### The clock network, run 1

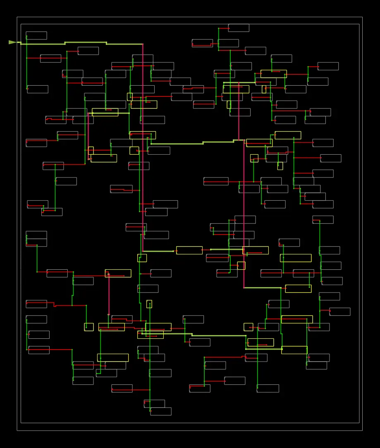
### Pin map, run 1

Pins as bars across the die edge, other pins in gray.
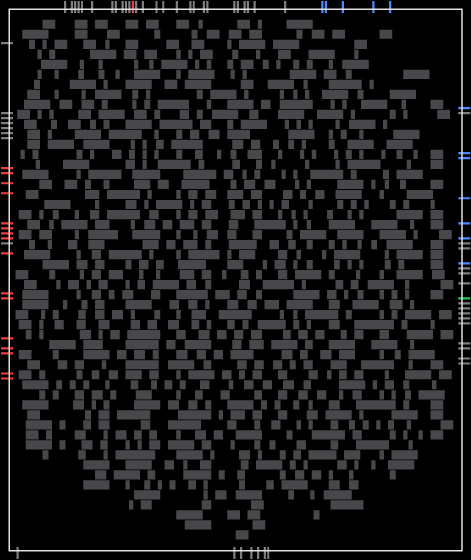
### Sequential cells grouped by signal name, run 1

Bar = 20 um.
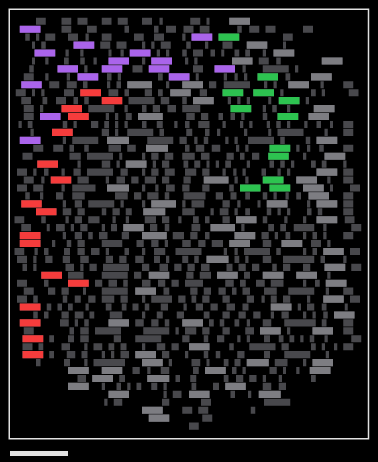
**src/rtl/tft_capture.sv**
```systemverilog
// TFT video capture front end.
// Watches an RGB565 parallel video stream (vsync / data-enable framing) and
// turns one frame, or a continuous run of frames, into frame-buffer writes
// with linear addresses. It also reports the geometry of the last frame and
// whether that frame matched the expected H_ACTIVE x V_ACTIVE raster.
module tft_capture #(
    parameter int H_ACTIVE = 480,
    parameter int V_ACTIVE = 272,
    parameter int ADDR_W   = 17
) (
    input  logic              clk_ctrl,
    input  logic              reset,
    input  logic              capture_en,
    input  logic              cont_mode,
    input  logic              vid_hs,
    input  logic              vid_vs,
    input  logic              vid_de,
    input  logic [15:0]       vid_rgb,
    output logic              wr_en,
    output logic [ADDR_W-1:0] wr_addr,
    output logic [15:0]       wr_data,
    output logic              frame_start,
    output logic              frame_done,
    output logic              busy,
    output logic [11:0]       last_width,
    output logic [11:0]       last_height,
    output logic              line_err,
    output logic              frame_err
);

    // Capture state encoding.
    localparam logic [1:0] S_IDLE    = 2'd0;
    localparam logic [1:0] S_ARMED   = 2'd1;
    localparam logic [1:0] S_CAPTURE = 2'd2;

    // Raster limits at counter width, so every compare is 12 bits wide.
    localparam logic [11:0] H_LIM = 12'(H_ACTIVE);
    localparam logic [11:0] V_LIM = 12'(V_ACTIVE);

    // Per-line address step.
    localparam logic [ADDR_W-1:0] H_STEP = ADDR_W'(H_ACTIVE);

    // Address adder width: wide enough for both line_base and the x counter.
    localparam int SUM_W = (ADDR_W > 12) ? ADDR_W : 12;

    // The whole active raster has to be addressable.
    if (longint'(H_ACTIVE) * longint'(V_ACTIVE) > (longint'(1) << ADDR_W)) begin : g_size_check
        $error("tft_capture: H_ACTIVE*V_ACTIVE does not fit in ADDR_W bits");
    end

    logic [1:0]        r_state;
    logic [1:0]        w_state_nxt;
    logic              r_vs_d;
    logic              r_de_d;
    logic              w_fe;
    logic              w_in_cap;
    logic              w_pix;
    logic              w_de_fall;
    logic              w_start;
    logic              w_frame_end;
    logic              w_clear;
    logic [11:0]       r_x;
    logic [11:0]       r_y;
    logic [11:0]       r_line_w;
    logic              r_err_acc;
    logic [ADDR_W-1:0] r_line_base;
    logic [SUM_W-1:0]  w_addr_sum;
    logic              w_hs_unused;

    // Counters stop at their maximum instead of wrapping, so an absurdly
    // long line or frame still reports a large (clearly wrong) size.
    function automatic logic [11:0] sat_inc(input logic [11:0] v);
        return (v == 12'hFFF) ? v : v + 12'd1;
    endfunction

    // A pixel is stored only if it lands inside the expected raster;
    // overlong lines and surplus lines are counted but never written.
    function automatic logic in_window(input logic [11:0] x, input logic [11:0] y);
        return (x < H_LIM) && (y < V_LIM);
    endfunction

    // Line boundaries come from data-enable alone; hsync carries no
    // information this block needs.
    assign w_hs_unused = vid_hs;

    // Frame edge is the rising edge of vsync, i.e. the end of the sync pulse.
    assign w_fe        = vid_vs & ~r_vs_d;
    assign w_in_cap    = (r_state == S_CAPTURE);

    // A frame edge wins over a coincident pixel or line end: that pixel is
    // dropped and whatever follows belongs to the next frame.
    assign w_pix       = w_in_cap & vid_de & ~w_fe;
    assign w_de_fall   = w_in_cap & r_de_d & ~vid_de & ~w_fe;

    assign w_frame_end = w_in_cap & w_fe;
    assign w_start     = w_fe & (w_state_nxt == S_CAPTURE);

    // Any frame edge seen while waiting for or capturing a frame restarts the
    // per-frame bookkeeping; the finished frame has already been latched.
    assign w_clear     = w_fe & (r_state != S_IDLE);

    assign w_addr_sum  = SUM_W'(r_line_base) + SUM_W'(r_x);

    // Next-state logic: arm on request, start on a frame edge, and either
    // roll straight into the next frame or stop at the end of this one.
    always_comb begin
        w_state_nxt = r_state;
        case (r_state)
            S_IDLE: begin
                if (capture_en) begin
                    w_state_nxt = S_ARMED;
                end
            end
            S_ARMED: begin
                if (w_fe) begin
                    w_state_nxt = S_CAPTURE;
                end
            end
            S_CAPTURE: begin
                if (w_fe) begin
                    w_state_nxt = (capture_en && cont_mode) ? S_CAPTURE : S_IDLE;
                end
            end
            default: begin
                w_state_nxt = S_IDLE;
            end
        endcase
    end

    // Sync/enable delay taps, FSM state, and the busy flag that mirrors it.
    always_ff @(posedge clk_ctrl) begin
        if (reset) begin
            r_vs_d  <= 1'b0;
            r_de_d  <= 1'b0;
            r_state <= S_IDLE;
            busy    <= 1'b0;
        end else begin
            r_vs_d  <= vid_vs;
            r_de_d  <= vid_de;
            r_state <= w_state_nxt;
            busy    <= (w_state_nxt != S_IDLE);
        end
    end

    // Raster position, line base address, last line width and error flag.
    always_ff @(posedge clk_ctrl) begin
        if (reset) begin
            r_x         <= 12'd0;
            r_y         <= 12'd0;
            r_line_w    <= 12'd0;
            r_err_acc   <= 1'b0;
            r_line_base <= '0;
        end else if (w_clear) begin
            r_x         <= 12'd0;
            r_y         <= 12'd0;
            r_err_acc   <= 1'b0;
            r_line_base <= '0;
        end else if (w_pix) begin
            r_x <= sat_inc(r_x);
        end else if (w_de_fall) begin
            r_line_w    <= r_x;
            r_err_acc   <= r_err_acc | (r_x != H_LIM);
            r_y         <= sat_inc(r_y);
            r_line_base <= r_line_base + H_STEP;
            r_x         <= 12'd0;
        end
    end

    // Frame-buffer write port: one registered write per in-window pixel.
    always_ff @(posedge clk_ctrl) begin
        if (reset) begin
            wr_en   <= 1'b0;
            wr_addr <= '0;
            wr_data <= 16'd0;
        end else begin
            wr_en <= 1'b0;
            if (w_pix) begin
                wr_en   <= in_window(r_x, r_y);
                wr_addr <= w_addr_sum[ADDR_W-1:0];
                wr_data <= vid_rgb;
            end
        end
    end

    // Frame pulses and the geometry report, held until the next frame ends.
    always_ff @(posedge clk_ctrl) begin
        if (reset) begin
            frame_start <= 1'b0;
            frame_done  <= 1'b0;
            last_width  <= 12'd0;
            last_height <= 12'd0;
            line_err    <= 1'b0;
            frame_err   <= 1'b0;
        end else begin
            frame_start <= w_start;
            frame_done  <= w_frame_end;
            if (w_frame_end) begin
                last_height <= r_y;
                last_width  <= r_line_w;
                line_err    <= r_err_acc;
                frame_err   <= (r_y != V_LIM);
            end
        end
    end

endmodule
```
**config.mk**
```make
export PLATFORM = sky130hd
export DESIGN_NAME = tft_capture
export DESIGN_NICKNAME = d
export VERILOG_FILES = /design/src/rtl/tft_capture.sv
export SDC_FILE = /design/constraint.sdc
export NUM_CORES = 1
export LEC_CHECK = 0
export CAP_MARGIN = 40
export CELL_PAD_IN_SITES_DETAIL_PLACEMENT = 2
export CELL_PAD_IN_SITES_GLOBAL_PLACEMENT = 2
export CORE_ASPECT_RATIO = 1.2
export CORE_MARGIN = 1
export CORE_UTILIZATION = 28
export DETAILED_ROUTE_END_ITERATION = 10
export PLACE_DENSITY_LB_ADDON = 0.25
export SYNTH_ARGS = -nofsm -noshare
export SYNTH_HDL_FRONTEND = slang
export SYNTH_SLANG_ARGS = --single-unit
```
**constraint.sdc**
```tcl
create_clock -name clk_ctrl -period 1.8 [get_ports clk_ctrl]
set_clock_uncertainty 0.05 [all_clocks]
set_input_delay 0.18 -clock clk_ctrl [delete_from_list [all_inputs] [get_ports clk_ctrl]]
set_output_delay 0.18 -clock clk_ctrl [all_outputs]
set_load 0.01 [all_outputs]
```
==> reports/results.ini, run 1 <==
[run_status]
outcome=finished, violations left
violations=negative setup slack

[sta]
fin_crit_ps=1900
drv_slew=0
setup_ws_ps=-102
rsz0062_at_grt=true
setup-violations-final=6
slew_headroom_pct=64.2

[die]
fp_util_pct=28.8
std_cell_rows=52
die_y_um=147
core_area_um2=17000
io-pin-count=86
die_area_um2=18000

[layout]
areaGrowthSynthToFinish_pct=51.3
design_area_um2=7390
nets=796
drive_gt1_share_pct=21.6

[power]
finalPower_mw=6.20
peakVddDrop_uv=562

[logic_synthesis]
ys_chip_area_um2=4880
synth.distinct_cells=41
synthCells=607
synthFlopType=dfxtp_1
ys_cells=607
ys_seq_share_pct=47.6
synth-edff-count=0

[placed_design]
globalplace.congestion=0.767
portBuffers=84
post_dp_cell_area_um2=6470

[worst_setup_path]
end_kind=flip-flop
worstSetupPathDepth=6
rr_endpoint=r_y[11]$_SDFFE_PP0P_
reg2reg_slack_ps=-100
path_buffers=0
crit_type=reg -> reg
crit_start=r_y[1]$_SDFFE_PP0P_
critPathLaunchType=flip-flop
crit_family=simple AND/OR/NAND/NOR gates
critPathArrivalTime_ps=2200
critical_path.max_stage_delay_ps=530
crit_path_frequent_cell=or4_4
crit_fanout=2

[grt]
grt_pass1_vias=5419
grt_pass1_wl_mm=27.9

[clock_tree]
clk_latency_ps=420
clk_pin_slew_worst_paths_ps=50
clockBufferDepth=2
cts_root_buf=clkbuf_16
numCtsBuffers=17
ctsHoldBuffers=0

[routing]
ant_nets=0
drt_pre_antenna_iters=4
drt_iter0_drc=157
met2RoutedLength_mm=9.21
drc_errors=0
wl_per_cell_um=17.7

[worst_hold_path]
min_from=reset
holdCritPathClass=in -> reg

[run]
warnings=32
drv_cap=0

Notes on 'The clock network' above:
CTS sink count: 116
Clock net power: 3.39 mW
flop count: 116

Notes on 'Pin map' above:
- green: frame_err (pins 1; direction output; edge right)
- red: wr_addr (pins 17; direction output; edge 16 left, 1 top)
- blue: last_width (pins 12; direction output; edge 7 right, 5 top)
- all pins by edge: 32 top, 24 left, 23 right, 7 bottom

Notes on 'Sequential cells grouped by signal name' above:
- green: r_line_w (placed flops 12; where top right)
- purple: wr_data (placed flops 16)
- red: wr_addr (placed flops 17)
- not colored: 71

## run 1: repair_timing
item / 4_1_cts / 5_1_grt
endpoints found under the setup margin: 19 / 31
setup buffers: 3 / 7
gates resized: 17 / 41
pin swaps: 6 / 13
## run 1: per-layer routing
layer,up-vias,global-route usage (%)
met2,83,35.4
met1,2441,23.0
met3,23,3.75
li1,2360,-
met4,0,7.93
met5,-,0
## run 1: flip-flops by register name (all words and copies together), names as in the netlist, 2 cells and up
name and count:
last_width 12, r_line_w 12, wr_data 16, r_x 12, r_y 12, last_height 12, wr_addr 17, r_line_base 12
r_state 2
## run 1: area by class of cell
| cell class | count | area (um^2) |
|---|---|---|
| multi-input combinational | 446 | 2610 |
| inverter | 10 | 37.5 |
| sequential | 116 | 2350 |
| clock inverter | 13 | 160 |
| clock buffer | 19 | 433 |
| timing repair buffer | 169 | 1530 |
| fill | 1851 | 9590 |
| tap | 216 | 270 |
## run 1: placed cells by master, fill, tap and decap left out, drive strengths merged, types with 10 or more instances in the layout
| cell | count |
|---|---|
| dfxtp | 116 |
| clkdlybuf4s50 | 83 |
| nor4 | 13 |
| clkbuf | 19 |
| nor3 | 12 |
| xnor2 | 23 |
| ha | 12 |
| buf | 86 |
| nand3 | 20 |
| nand2 | 150 |
| o21ai | 16 |
| inv | 10 |
| nor2 | 41 |
| a21oi | 83 |
## run 1: power breakdown
| part | total, mW | switching [mW] | internal [mW] |
|---|---|---|---|
| Clock | 3.39 | 1.22 | 2.17 |
| Sequential | 2.58 | 0.00787 | 2.58 |
| Combinational | 0.228 | 0.126 | 0.101 |
## run 1: cell usage after synthesis (3+ instances only)
library cell	number	area [um^2]
nand4_1	9	56.3
or3_1	7	43.8
a211oi_1	6	45.0
nor4_1	12	75.1
xor2_1	7	61.3
nand2_1	150	563
nor2b_1	5	31.3
o211ai_1	4	30.0
ha_1	12	150
clkbuf_1	32	120
o21ai_0	15	75.1
nor3b_1	3	22.5
or4_1	4	30.0
xnor2_1	23	201
dfxtp_1	116	2320
nor4b_1	3	26.3
nand2b_1	6	37.5
nor2_1	41	154
inv_1	10	37.5
nand3_1	19	95.1
nor3_1	12	60.1
and3_1	6	37.5
a21oi_1	83	415
## run 1: through the flow
stage / hold WS (ps) / cells / TNS [ps] / setup slack, ps / utilization (%)
2_1_floorplan: 224 / 607 / -44.6 / -44.6 / -
6_report: 97.4 / 989 / -201 / -102 / 43.5
3_3_place_gp: 392 / 947 / -10090 / -442 / 38.1
4_1_cts: 75.9 / 982 / -410 / -82.8 / 42.2
5_1_grt: 88.5 / 989 / -754 / -132 / 43.5
3_5_place_dp: 400 / 947 / -13680 / -491 / 38.1
## run 1: kinds of logic (layout without fill, tap and decap cells)
group,after synthesis,in the layout,share of synthesized area (%)
and+or+nand+nor,283,283,26.4
xor gates and xnor gates,30,30,5.38
muxes,1,1,0.231
AOI/OAI and AO/OA,119,119,13.3
buffers and inverters,45,211,3.59
DFF,116,116,47.6
adders and majority gates,13,13,3.48
==> run 1 -> run 2 <==
--- a/config.mk
+++ b/config.mk
@@ -12,6 +12,7 @@
 export CORE_MARGIN = 1
 export CORE_UTILIZATION = 28
 export DETAILED_ROUTE_END_ITERATION = 10
+export GPL_TIMING_DRIVEN = 0
 export PLACE_DENSITY_LB_ADDON = 0.25
 export SYNTH_ARGS = -nofsm -noshare
 export SYNTH_HDL_FRONTEND = slang
### Routed metal, one color a layer, run 2

Only two layers are drawn.
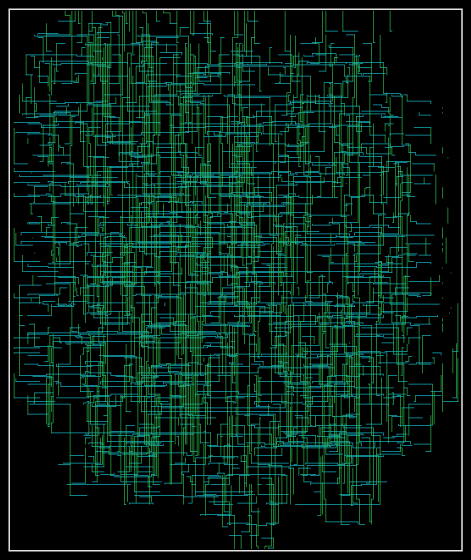
- green: met2 (wire length 10200 um)
- cyan: met1 (wire length 7910 um)

### Sequential cells grouped by signal name, run 2

Bar = 20 um.
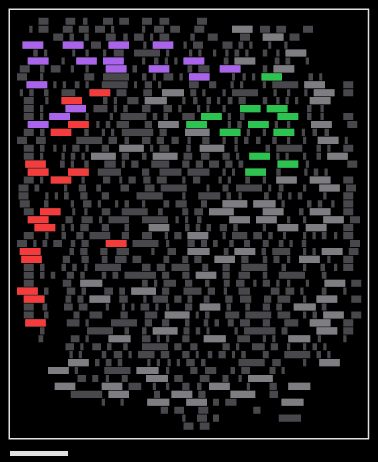
- red: wr_addr (placed flops 17)
- green: r_line_w (placed flops 12)
- purple: wr_data (placed flops 16)

==> reports/results.ini, run 2 <==
[run_status]
outcome=finished, violations left
violations=negative setup slack

[worst_setup_path]
rr_endpoint=r_y[11]$_SDFFE_PP0P_
end_kind=flip-flop
crit_start=r_y[0]$_SDFFE_PP0P_
critPathLaunchType=flip-flop
critPathArrivalTime_ps=2300
reg2reg_slack_ps=-200
crit_type=reg -> reg

[layout]
fill_cells=1841
reg_top3=wr_addr: 17 flops, wr_data: 16 flops
max_flop_register=wr_addr
lay_top_count=nand2_1
nets=780
drive_gt1_share_pct=22.5
finalNonFillerCells=973
utilization_pct=43.5
areaGrowthSynthToFinish_pct=51.3
largest_register_ffs=17
design_area_um2=7390

[die]
die_y_um=147
io-pin-count=86
fp_util_pct=28.8
die_area_um2=18000
core_area_um2=17000
std_cell_rows=52

[logic_synthesis]
synth.distinct_cells=41
common_cells=nand2_1 (150), dfxtp_1 (116), a21oi_1 (83)
yosysMostFrequentCell=nand2_1
synthCells=607
area_leaders=dfxtp_1 (48%), nand2_1 (12%), a21oi_1 (8.5%), xnor2_1 (4.1%), nor2_1 (3.2%)
synthFlopType=dfxtp_1
ys_seq_share_pct=47.6
ys_cells=607

[sta]
fin_crit_ps=2000
drv_slew=0
setup-violations-final=22
rsz0062_at_grt=true
setup_ws_ps=-196
slew_headroom_pct=51.1

[grt]
grt_pass1_vias=5301
grt_pass1_wl_mm=27.7

[routing]
drt_iter0_drc=171
wl_per_cell_um=19.6
drc_errors=0
ant_nets=0

[clock_tree]
clockBufferDepth=2
cts_root_buf=clkbuf_16
cts.sinks=116

[placed_design]
globalplace.congestion=0.850
portBuffers=84
dp.cells=907
post_dp_cell_area_um2=6020

[power]
finalPower_mw=6.47

[worst_hold_path]
holdCritPathClass=in -> reg

[run]
drv_cap=0

[run 2: cell types whose count changed in the layout (fill, tap and decap cells not counted), moves of 5 or more]
cell,delta
dfxtp_1,-12
clkbuf_1,+9
buf_6,-5
dfxtp_2,+6
dfxtp_4,+6
clkbuf_4,+5
clkbuf_2,+7
nor4_1,-5
buf_4,-33
[run 2: power by group]
part           switching (mW)  internal [mW]
clock                    1.24           2.41
sequential             0.0108           2.57
combinational           0.139          0.101
total                    1.39           5.08
[run 2: metrics by stage]
stage	setup WS, ps	hold WS (ps)
floorplan	-44.6	224
global route	-225	254
CTS	-142	250
detailed placement	-710	399
global placement	-657	397
finish	-196	255
[run 2: cells by family (layout without fill, tap and decap cells)]
kind of cell | count (synthesis) | count (layout) | share of synthesized area (%)
adder cells (fa/ha/maj) | 13 | 13 | 3.48
buffers and inverters | 45 | 195 | 3.59
AND/OR/NAND/NOR | 283 | 283 | 26.4
multiplexers | 1 | 1 | 0.231
AND-OR/OR-AND | 119 | 119 | 13.3
XOR/XNOR | 30 | 30 | 5.38
flip-flops | 116 | 116 | 47.6
[run 2: metal layers]
layer  vias to the layer above  track usage, %  routed length (um)
met1                      2435            23.3                7910
li1                       2341               -                   -
met5                         -               0                   0
met2                       100            35.9               10200
met4                         0            7.62                 451
met3                        34            3.52                 543
[run 2: worst min path at each step]
stage | to | slack [ps] | startpoint
global placement | wr_addr[0]$_SDFFE_PP0P_ | 400 | wr_addr[0]$_SDFFE_PP0P_
finish | wr_data[15]$_SDFFE_PP0P_ | 250 | vid_rgb[15]
detailed placement | last_width[11]$_SDFFE_PP0P_ | 400 | r_line_w[11]$_SDFFE_PP0P_
CTS | wr_data[12]$_SDFFE_PP0P_ | 250 | vid_rgb[12]
floorplan | r_state[0]$_SDFF_PP0_ | 220 | reset
global route | wr_data[8]$_SDFFE_PP0P_ | 250 | vid_rgb[8]
[run 2: cell type report]
cell class | count | area, um^2 | share of cell area (%)
Buffer | 28 | 163 | 2.20
Clock inverter | 10 | 153 | 2.07
Sequential cell | 116 | 2380 | 32.3
Timing Repair Buffer | 125 | 1150 | 15.5
Multi-Input combinational cell | 446 | 2760 | 37.3
Inverter | 10 | 37.5 | 0.508
Clock buffer | 22 | 474 | 6.42
Tap cell | 216 | 270 | 3.66
[run 2: critical path, cell delays in order, from the launching register on]
cell and delay, ps:
dfxtp_4 350, ha_4 160, nand4_1 180, nor2_4 70
or4_4 550, or4_4 430, a21oi_2 140
[run 2: repair_timing]
item / CTS / global route
endpoints found under the hold margin: 0 / 0
resized: 57 / 87
endpoints found under the setup margin: 100 / 90
pin swaps: 16 / 21
setup buffers: 21 / 20
Power and IR drop assume default switching activity.
